<file path="config.mk">
export PLATFORM = sky130hd
export DESIGN_NAME = sync_fifo_param
export DESIGN_NICKNAME = d
export VERILOG_FILES = /design/src/rtl/sync_fifo_param.sv
export SDC_FILE = /design/constraint.sdc
export NUM_CORES = 1
export LEC_CHECK = 0
export CAP_MARGIN = 20
export CORE_MARGIN = 1
export CORE_UTILIZATION = 54
export DETAILED_ROUTE_END_ITERATION = 10
export PLACE_DENSITY_LB_ADDON = 0.1
export SETUP_SLACK_MARGIN = 0.5
export SKIP_CTS_REPAIR_TIMING = 1
export SYNTH_ARGS = -nofsm -noshare
export SYNTH_HDL_FRONTEND = slang
export SYNTH_SLANG_ARGS = --single-unit
</file>
<file path="constraint.sdc">
create_clock -name iCLK -period 2.9 [get_ports iCLK]
set_clock_uncertainty 0.1 [all_clocks]
set_input_delay 0.435 -clock iCLK [delete_from_list [all_inputs] [get_ports iCLK]]
set_output_delay 0.435 -clock iCLK [all_outputs]
set_load 0.01 [all_outputs]
</file>
<file path="src/rtl/sync_fifo_param.sv">
// sync_fifo_param
// ---------------
// Single-clock parametrised FIFO that buffers samples between the
// coefficient/sample loader and the FIR datapath.
//
// Parameters
//   DATAWIDTH  data word width
//   ADDRWIDTH  address width, DEPTH = 2**ADDRWIDTH
//   AFULL_TH   oAFULL asserts when level >= AFULL_TH
//   AEMPT_TH   oAEMPT asserts when level <= AEMPT_TH
//   FWFT       0 = registered read (data one cycle after the accepting edge)
//              1 = first-word-fall-through (head word shown combinationally)
//
// Ports
//   iCLK    clock, rising edge
//   iRSTN   asynchronous active-low reset
//   iCLR    synchronous flush, beats any simultaneous read/write request
//   iWDAT   write data          iWINC  write request
//   iRINC   read request        oRDAT  read data
//   oFULL / oAFULL / oEMPT / oAEMPT  occupancy flags decoded from the level
//   oLEVEL  occupancy 0..DEPTH
//   oOVF    sticky, write attempted while full
//   oUDF    sticky, read attempted while empty
module sync_fifo_param #(
    parameter int DATAWIDTH = 8,
    parameter int ADDRWIDTH = 4,
    parameter int AFULL_TH  = 14,
    parameter int AEMPT_TH  = 2,
    parameter int FWFT      = 0
) (
    input  logic                 iCLK,
    input  logic                 iRSTN,
    input  logic                 iCLR,
    input  logic [DATAWIDTH-1:0] iWDAT,
    input  logic                 iWINC,
    output logic                 oFULL,
    output logic                 oAFULL,
    input  logic                 iRINC,
    output logic [DATAWIDTH-1:0] oRDAT,
    output logic                 oEMPT,
    output logic                 oAEMPT,
    output logic [ADDRWIDTH:0]   oLEVEL,
    output logic                 oOVF,
    output logic                 oUDF
);

    localparam int DEPTH = 1 << ADDRWIDTH;

    // Thresholds sized to the level counter so the flag compares stay width-clean.
    localparam logic [ADDRWIDTH:0]   DEPTH_L = (ADDRWIDTH+1)'(DEPTH);
    localparam logic [ADDRWIDTH:0]   AFULL_L = (ADDRWIDTH+1)'(AFULL_TH);
    localparam logic [ADDRWIDTH:0]   AEMPT_L = (ADDRWIDTH+1)'(AEMPT_TH);
    localparam logic [ADDRWIDTH:0]   LVL_ONE = (ADDRWIDTH+1)'(1);
    localparam logic [ADDRWIDTH-1:0] PTR_ONE = ADDRWIDTH'(1);

    logic [DATAWIDTH-1:0] mem [DEPTH];

    logic [ADDRWIDTH-1:0] wptr_reg;
    logic [ADDRWIDTH-1:0] rptr_reg;
    logic [ADDRWIDTH:0]   level_reg;
    logic [ADDRWIDTH:0]   level_next;
    logic                 ovf_reg;
    logic                 udf_reg;

    logic                 full;
    logic                 empt;
    logic                 wr_acc;
    logic                 rd_acc;

    // Flags are pure decodes of the level register: they move on the same
    // edge as the level, with no extra pipeline stage.
    assign full   = (level_reg == DEPTH_L);
    assign empt   = (level_reg == '0);
    assign oFULL  = full;
    assign oEMPT  = empt;
    assign oAFULL = (level_reg >= AFULL_L);
    assign oAEMPT = (level_reg <= AEMPT_L);
    assign oLEVEL = level_reg;
    assign oOVF   = ovf_reg;
    assign oUDF   = udf_reg;

    // Accepts look only at the current flags, so when full a simultaneous
    // read does not make room for the write in that cycle (and vice versa
    // when empty: no write-to-read bypass).
    assign wr_acc = iWINC & ~full;
    assign rd_acc = iRINC & ~empt;

    always_comb begin
        level_next = level_reg;
        if (wr_acc && !rd_acc) begin
            level_next = level_reg + LVL_ONE;
        end else if (rd_acc && !wr_acc) begin
            level_next = level_reg - LVL_ONE;
        end
    end

    always_ff @(posedge iCLK or negedge iRSTN) begin
        if (!iRSTN) begin
            wptr_reg  <= '0;
            rptr_reg  <= '0;
            level_reg <= '0;
            ovf_reg   <= 1'b0;
            udf_reg   <= 1'b0;
        end else if (iCLR) begin
            wptr_reg  <= '0;
            rptr_reg  <= '0;
            level_reg <= '0;
            ovf_reg   <= 1'b0;
            udf_reg   <= 1'b0;
        end else begin
            if (wr_acc) begin
                wptr_reg <= wptr_reg + PTR_ONE;
            end
            if (rd_acc) begin
                rptr_reg <= rptr_reg + PTR_ONE;
            end
            level_reg <= level_next;
            if (iWINC && full) begin
                ovf_reg <= 1'b1;
            end
            if (iRINC && empt) begin
                udf_reg <= 1'b1;
            end
        end
    end

    // Storage has no reset; a flush discards the pending write as well.
    always_ff @(posedge iCLK) begin
        if (wr_acc && !iCLR) begin
            mem[wptr_reg] <= iWDAT;
        end
    end

    generate
        if (FWFT == 0) begin : g_std_read
            logic [DATAWIDTH-1:0] rdat_reg;

            always_ff @(posedge iCLK or negedge iRSTN) begin
                if (!iRSTN) begin
                    rdat_reg <= '0;
                end else if (iCLR) begin
                    rdat_reg <= '0;
                end else if (rd_acc) begin
                    rdat_reg <= mem[rptr_reg];
                end
            end

            assign oRDAT = rdat_reg;
        end else begin : g_fwft_read
            // Head of queue is always on the output; meaningless while empty.
            assign oRDAT = mem[rptr_reg];
        end
    endgenerate

endmodule
</file>
==> images/flops_by_reg.png <==
Scale bar: 20 um.
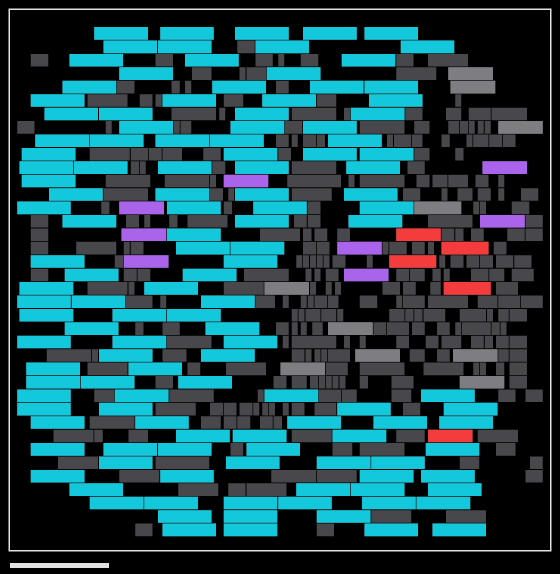
legend:
  mem:
    colour: cyan
    placed_flops: 128
    where: widely spread
  oRDAT:
    colour: purple
    placed_flops: 8
  oLEVEL:
    colour: red
    placed_flops: 5
    where: middle right

==> images/clk_routes.png <==
Scale bar: 20 um.
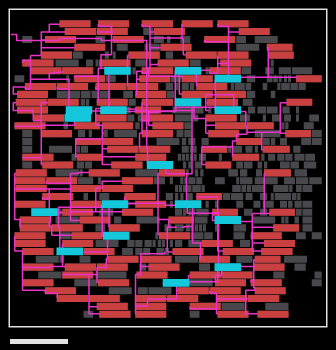
legend:
  flip-flops:
    colour: red
    count: 151
  clock wires:
    colour: magenta
    length: 1620 um
  clock drivers:
    colour: cyan
    count: 17
flops lie: widely spread

==> images/wires.png <==
Scale bar: 20 um. Only two layers are drawn.
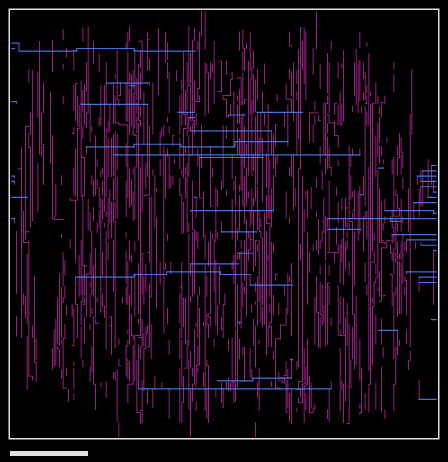
legend:
  metal 3:
    colour: blue
    wire_length: 566 um
  metal 2:
    colour: magenta
    wire_length: 6580 um

==> images/placement_by_type.png <==
Fill, decap, tap and diode cells in grey.
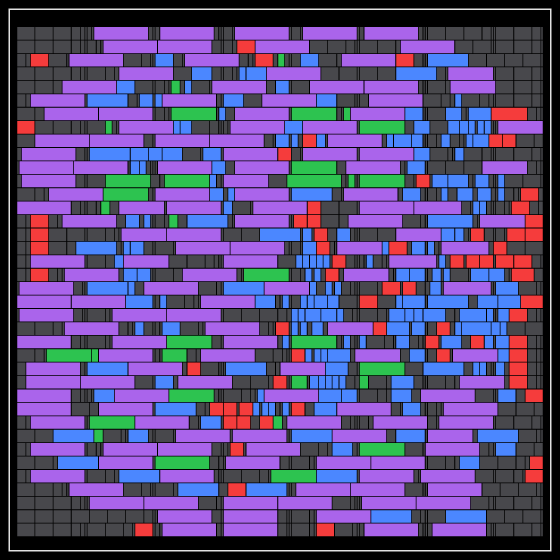
legend:
  other buffers and delay cells:
    colour: red
    cells: 68
    share_of_their_area: 8.2%
  flops:
    colour: purple
    cells: 151
    share_of_their_area: 60%
  clock drivers and dummy loads:
    colour: green
    cells: 32
    share_of_their_area: 7.6%
  combinational and other logic:
    colour: blue
    cells: 199
    share_of_their_area: 24%
design area: 0.00754 mm2
final core utilization: 68.4%

==> images/clocks.png <==
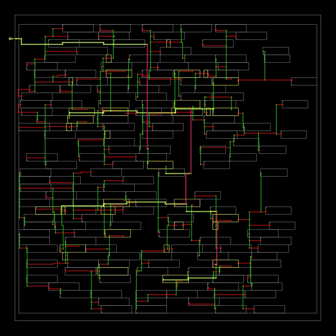
clock buffers: 21
clk pwr: 2.07 mW

==> impl_metrics.json <==
{
  "timing.critical_path.slowest_stage_cell": "or4_4",
  "regMostFlops": "mem",
  "nWellTaps": 140,
  "final.setup.worst_slack_ns": 0.269,
  "grt_busiest_layer": "met2",
  "synth.area.mux_share_pct": 12.9,
  "r2r_cells": 9,
  "cp-start-kind": "flip-flop",
  "cts_tree": "built",
  "fp_util_pct": 56.5,
  "drt_iter0_markers": 235,
  "largest_reg_flops": 128,
  "dieHeight_um": 109,
  "cts_root_buf": "clkbuf_16",
  "grt_first_pass_wirelength_um": 19300,
  "ys_sh_adder_pct": 2.13,
  "edf_count": 128,
  "wl_per_cell_um": 21.4,
  "diodes": 0,
  "avgSynthCellArea_um2": 17.0,
  "power-top-group": "sequential cells",
  "status": "completed",
  "met2_length_um": 6580,
  "ys_area_mm2": 0.00624,
  "crit_path_max_incr_delay_ns": 0.53,
  "crit_fanout": 6,
  "lay_top_cells": "128 x edfxtp_1, 38 x nor2_1, 36 x buf_4, 29 x clkdlybuf4s50_1, 27 x nand2_1"
}
Power is estimated from default activity; no workload was simulated.
